Design imem_loader_flat, sky130hd; sources not shown.
run_1/m4.png
Drawn at 4 px/um. Supply wires on this layer in gray.
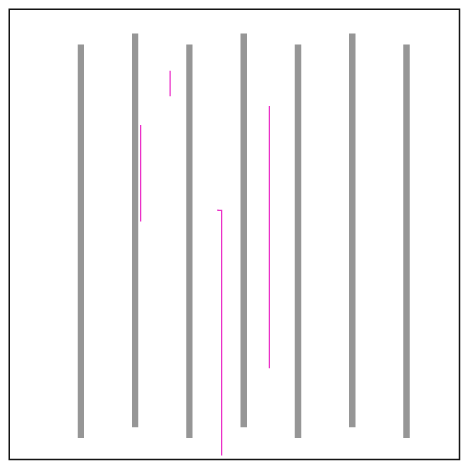
The layer carries 157 um of wire. The layer holds 1.3% of the routed length. The longest straight run is 65.3 um. 3 nets have wire on it. The wires run mostly vertical.
via count: 4138
total wire length after detailed routing: 12100 um

run_1/layers.png
Drawn at 4 px/um. Only two layers are drawn.
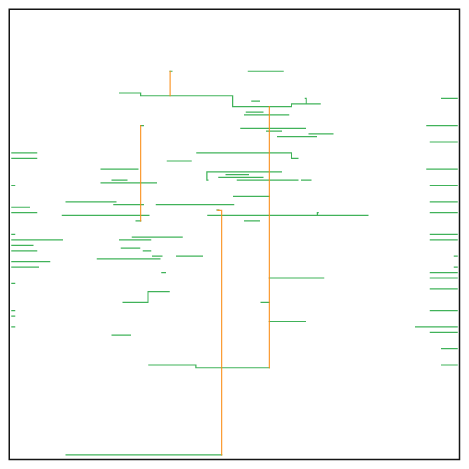
Key: orange = M4 [wire length 157 um]; green = M3 [wire length 692 um]
Overall Global Routing Usage: 19.7%
average wire per standard cell: 15.4 um

run_1/m1.png
Drawn at 4 px/um. Supply wires on this layer in gray. Cells faint in the background.
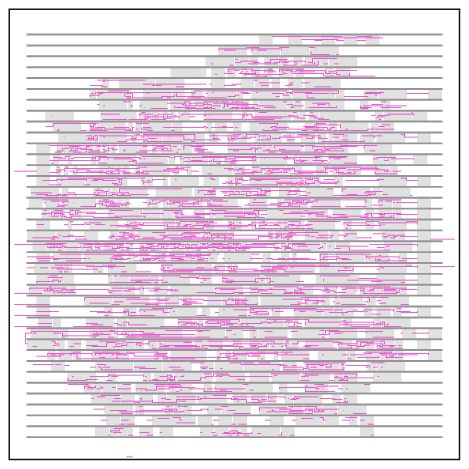
The wires run mostly horizontal. The longest straight run is 32.2 um. 597 nets have wire on it.
Global Route met1 Usage: 26.4%

==> notes.md, run 1 <==
The layout was made with Yosys and OpenROAD.

The run finished with clean final reports. The routed metal-1 wirelength is 5550 um. After layout, the design draws a total of 3.72 mW.

The data required time of the worst path is 2.72 ns. The count of H-tree levels built during CTS is 4. The final timing report derives a shortest allowable period of 2.81 ns. TritonCTS built the clock tree. The met3 track demand over resource is 5.23%. The library cell used as clock root buffer is sky130_fd_sc_hd__clkbuf_8.

The total of plain and repair buffers excluding clock buffers is 74. Clock buffers in the final layout number 18. The antenna violation net count after detailed routing is 0. The buffers inserted during post-CTS setup optimization is 0. The chip area in the Yosys report is 0.00543 mm^2. Leaving out buffers and inverters, the combinational logic in the layout accounts for 0.00282 mm^2. The post-synth count of flops with an enable pin is 0. The most frequent logic cell in the layout is sky130_fd_sc_hd__dfxtp_1.

The worst clock skew is 0.00971 ns. The fraction of the core area occupied by cells at floorplan is 51.9%. The number of global-route vias before repair is 4096. Per the finish-stage timing summary, setup violations number 0. The register with the most flip-flops in the layout has 32 of them. The leakage dissipation is 2.26 nW. At the later pin of the worst-skew pair, clock insertion delay measures 0.52 ns. The biggest slice of the area belongs to combinational gates. The tool warning count is 26.

The first global-routing pass estimated 20300 um of wire. In the final layout, the share of cells above drive strength 1 is 11.2%. The type of the worst setup path is reg -> out.

The cell sequence reported for the critical path is inv_1 > nor3b_1 > clkdlybuf4s50_1. The net count of the finished layout is 646. Summing the areas of all fa, ha and maj instances in the mapped netlist gives 0.461% of the synthesized area. STA classifies the critical path endpoint as an output port. The post-CTS clock slew at the launch and capture registers of the worst setup and hold paths is 0.06 ns. The transition time recorded at the tightest slew-check pin is 0.881 ns. The repair_antennas step left the layout with diodes totalling 0.

The main area contributors are sky130_fd_sc_hd__dfxtp_1 (44%), sky130_fd_sc_hd__mux2i_1 (15%), sky130_fd_sc_hd__nand2b_1 (11%). The post-synthesis mux area share is 15.1%. Max fanout on the critical path was recorded as 7. The final hold violation count recorded for this run is 0. The post-synth register bit count is 119. Entering global routing, the biggest net connects 89 pins.

Per the Yosys statistics, synthesis produced 574 cells. The final estimated routing congestion in global placement is 0.877. The first-pass iteration count of the detailed router is 5.

Counting every instance in the synthesized netlist gives 574. The worst path arrival time is 2.33 ns. For this run, the slowest stage of the critical path takes 0.87 ns. The floorplan report gives the top-level pin count as 65. The number of buffers inserted by hold repair at cts is 0. The fraction of the mapped netlist area in compound gates is 8.34%. After clock tree synthesis, the repair step resized 0 gates. The met3 routed wirelength is 692 um. In the finished design, the share of the clock period the worst path needs comes to 87.8%. The flow reports that sequential cells draw 41.3% of the design power. The power density over the cells is 555 mW/mm^2. The total nets after synthesis is 588. The total number of placement rows is 37. The switching power of the nets is 0.949 mW. The number of buffers created by CTS is 17.

Detailed placement finished with a half-perimeter wire length of 8030 um. Grouping stages by cell kind, the critical path spends the most delay in buffers and inverters. The layout report lists the non-clock buffer share of cell area as 10.8%.
run_1/ff_map.png
Drawn at 4 px/um.
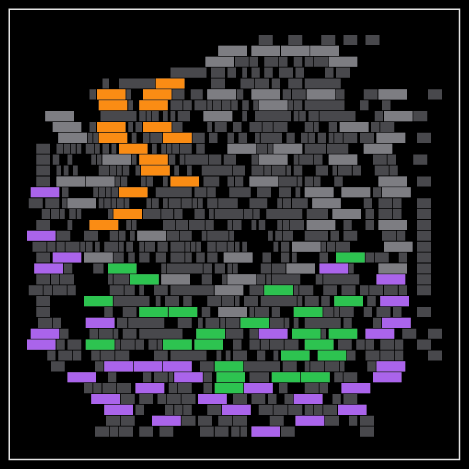

## Run 2: what changed since run 1
--- a/config.mk
+++ b/config.mk
@@ -5,8 +5,10 @@
 export SDC_FILE = /design/constraint.sdc
 export NUM_CORES = 1
 export LEC_CHECK = 0
+export CELL_PAD_IN_SITES_DETAIL_PLACEMENT = 1
+export CELL_PAD_IN_SITES_GLOBAL_PLACEMENT = 1
 export CORE_MARGIN = 4
-export CORE_UTILIZATION = 50
+export CORE_UTILIZATION = 39
 export CTS_CLUSTER_DIAMETER = 50
 export DETAILED_ROUTE_END_ITERATION = 10
 export PLACE_DENSITY = 0.79
run_2/ff_map.png
Drawn at 4 px/um.
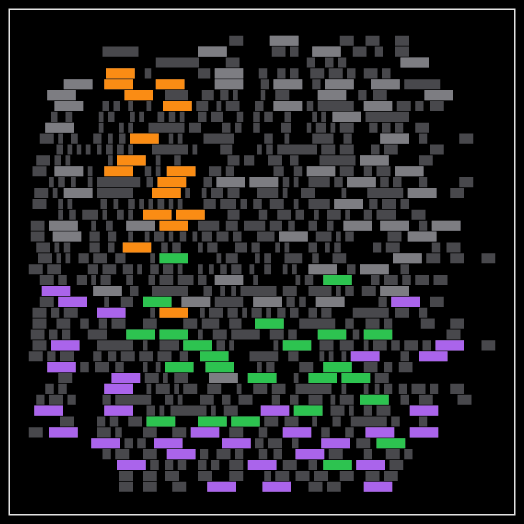
Key: green = u_core/u_packer/asm_q [sequential cells 24]; purple = u_core/u_packer/wdata [sequential cells 32]; orange = u_core/len_q [sequential cells 16]
Another 47 sequential cells are not colored.
Power Sequential: 1.54 mW
register area: 0.00238 mm^2
final core utilization: 50.5%

==> run 2 against run 1 <==
Net effect: register-to-register slack improved by 0.03 ns; non-clock buffer count increased by 1; utilization decreased by 14 points; sequential share of layout area decreased by 0.46 points; critical path depth unchanged; global-route usage decreased by 1.2 points; sequential cell count unchanged; wire length increased by 15%; sequential power about the same; final cell count increased by 5.2%; critical endpoint is now cpu_hold.
==> notes.md, run 2 <==
The layout was made with Yosys and OpenROAD.

The routed wire length is 13900 um (+15%). The number of storage elements in the synthesis netlist is 119 (unchanged). The largest stage delay on the critical path was 0.73 ns (-0.14 ns). The remaining global-route overflow is 0. The power consumed by combinational cells is 0.349 mW. The area taken by multi-input logic gates was 0.00281 mm^2 (-0.18%). The number of buffers created by CTS is 17 (unchanged). Ranking logic cells in the layout by count gives the top entries sky130_fd_sc_hd__dfxtp_1 (119), sky130_fd_sc_hd__nand2b_1 (98), sky130_fd_sc_hd__mux2i_1 (82), sky130_fd_sc_hd__nand2_1 (70), sky130_fd_sc_hd__clkdlybuf4s50_1 (63). TritonCTS built the clock tree.

The worst path arrival time is 2.29 ns (-0.04 ns). By instance count after routing, the leading logic cell type is sky130_fd_sc_hd__dfxtp_1. The timing report attributes the biggest portion of critical-path delay to buffers and inverters.

The global-route met1 utilization is 24.7% (-1.7 points). The power share of the sequential group was 40.5% (-0.8 points). The total area inside the core boundary comes to 0.0135 mm^2. The buffers inserted during post-CTS setup optimization is 0 (unchanged). TritonRoute reported its final design rule violation total as 0. The post-synth tally of flip-flops with integrated enable is 0 (unchanged). The number of flip-flops under the largest register name was 32 (unchanged). The portion of the clock cycle consumed by the worst path in the final layout was 86.6% (-1.2 points). The total of plain and repair buffers excluding clock buffers is 75 (+1.4%). The first-pass iteration count of the detailed router is 4 (-1). The number of instances resized during post-cts repair was 0 (unchanged). The actual transition at the worst max-transition pin was 0.853 ns (-0.0282 ns). The tool warning count came to 26 (unchanged). The number of global-route vias before repair is 4519 (+10%). The number of hold violations in the final report came to 0 (unchanged).

The fraction of the core area occupied by cells at floorplan was 40.4% (-12 points). The antenna violation net count after detailed routing is 0 (unchanged). The worst setup path is captured at an output port. The power after layout is 3.81 mW (+2.4%). There are 119 flip-flops and latches. The detailed placement HPWL was 9570 um (+19%). The fraction of final cell area spent on clock buffers and inverters in this run is 8.82%.

In the post-synthesis netlist, the biggest area contributors are sky130_fd_sc_hd__dfxtp_1 (44%), sky130_fd_sc_hd__mux2i_1 (15%), sky130_fd_sc_hd__nand2b_1 (11%). The vias after detailed routing is 4191 (+1.3%). The number of cells in the finished layout apart from fillers is 822. The largest contributor to cell area by class is combinational gates. The met3 track demand over resource is 3.98% (-1.2 points). The yosys warning tally is 6. The data required time of the worst path is 2.72 ns (about the same). The count of H-tree levels built during CTS is 4 (unchanged). The leakage dissipation came to 2.29 nW (+1.6%).

The worst clock skew is 0.00852 ns (-0.00119 ns). The overall routing resource usage is 18.5% (-1.2 points). The max-cap check violation count is 0. The count of instantiated cells in the yosys netlist is 574 (unchanged). The count of pins on the block boundary is 65 (unchanged). The post-synthesis mux area share came to 15.1% (unchanged). The number of buffers inserted by hold repair at cts is 0 (unchanged).

The routed metal-1 wirelength is 6570 um (+18%). The global-route wire length before repair is 23600 um (+16%). The shortest clock period the worst path allows after layout was 2.77 ns (-0.0386 ns). The power density over the cells was 561 mW/mm^2 (+1.1%). The proportion of final cell area spent on non-clock buffers is 10.9% (+0.16 points). The flow ran to the end, and the final reports show no timing, DRC or antenna violations.

The number of endpoints failing setup at the final stage is 0 (unchanged). After routing, the total negative slack on setup checks comes to 0 ns. The number of nets in the final layout was 647 (+0.15%). The final-layout clock buffer total came to 22 (+4). The total number of placement rows came to 42 (+14%).

The switching power of the nets is 0.897 mW (-5.5%). The synthesized netlist cell count is 574 (unchanged). The adder and majority cell fraction of the synthesized area is 0.461% (unchanged). The synthesized netlist occupies a cell area of 0.00543 mm^2.

The chip area in the Yosys report was 0.00543 mm^2 (unchanged). The fraction of the mapped netlist area in compound gates is 8.34% (unchanged). The type of the worst setup path is reg -> out.

Walking the worst path, the cells encountered are inv_1 > or3_1 > clkdlybuf4s50_1. The final estimated routing congestion in global placement came to 0.815 (-7.1%). The detail-routed net length per standard cell came to 16.9 um (+9.7%). The total nets after synthesis is 588 (unchanged). The most congested layer reported by global routing is met2. The clock network latency to the later pin of the worst-skew pair is 0.41 ns (-0.11 ns). The largest net degree at the start of global routing is 75 (-16%). The library cell used as clock root buffer is sky130_fd_sc_hd__clkbuf_16. The antenna diode instance count is 0 (unchanged).

The post-CTS clock slew at the launch and capture registers of the worst setup and hold paths is 0.05 ns (about the same). The sort of element at the start of the critical path is a register. The largest fanout of any net on the critical path is 7 (unchanged). The fraction of layout cells with a size suffix above 1 is 10.8% (-0.33 points).

The met3 routed wirelength is 581 um (-16%).
Power and IR drop assume default switching activity.
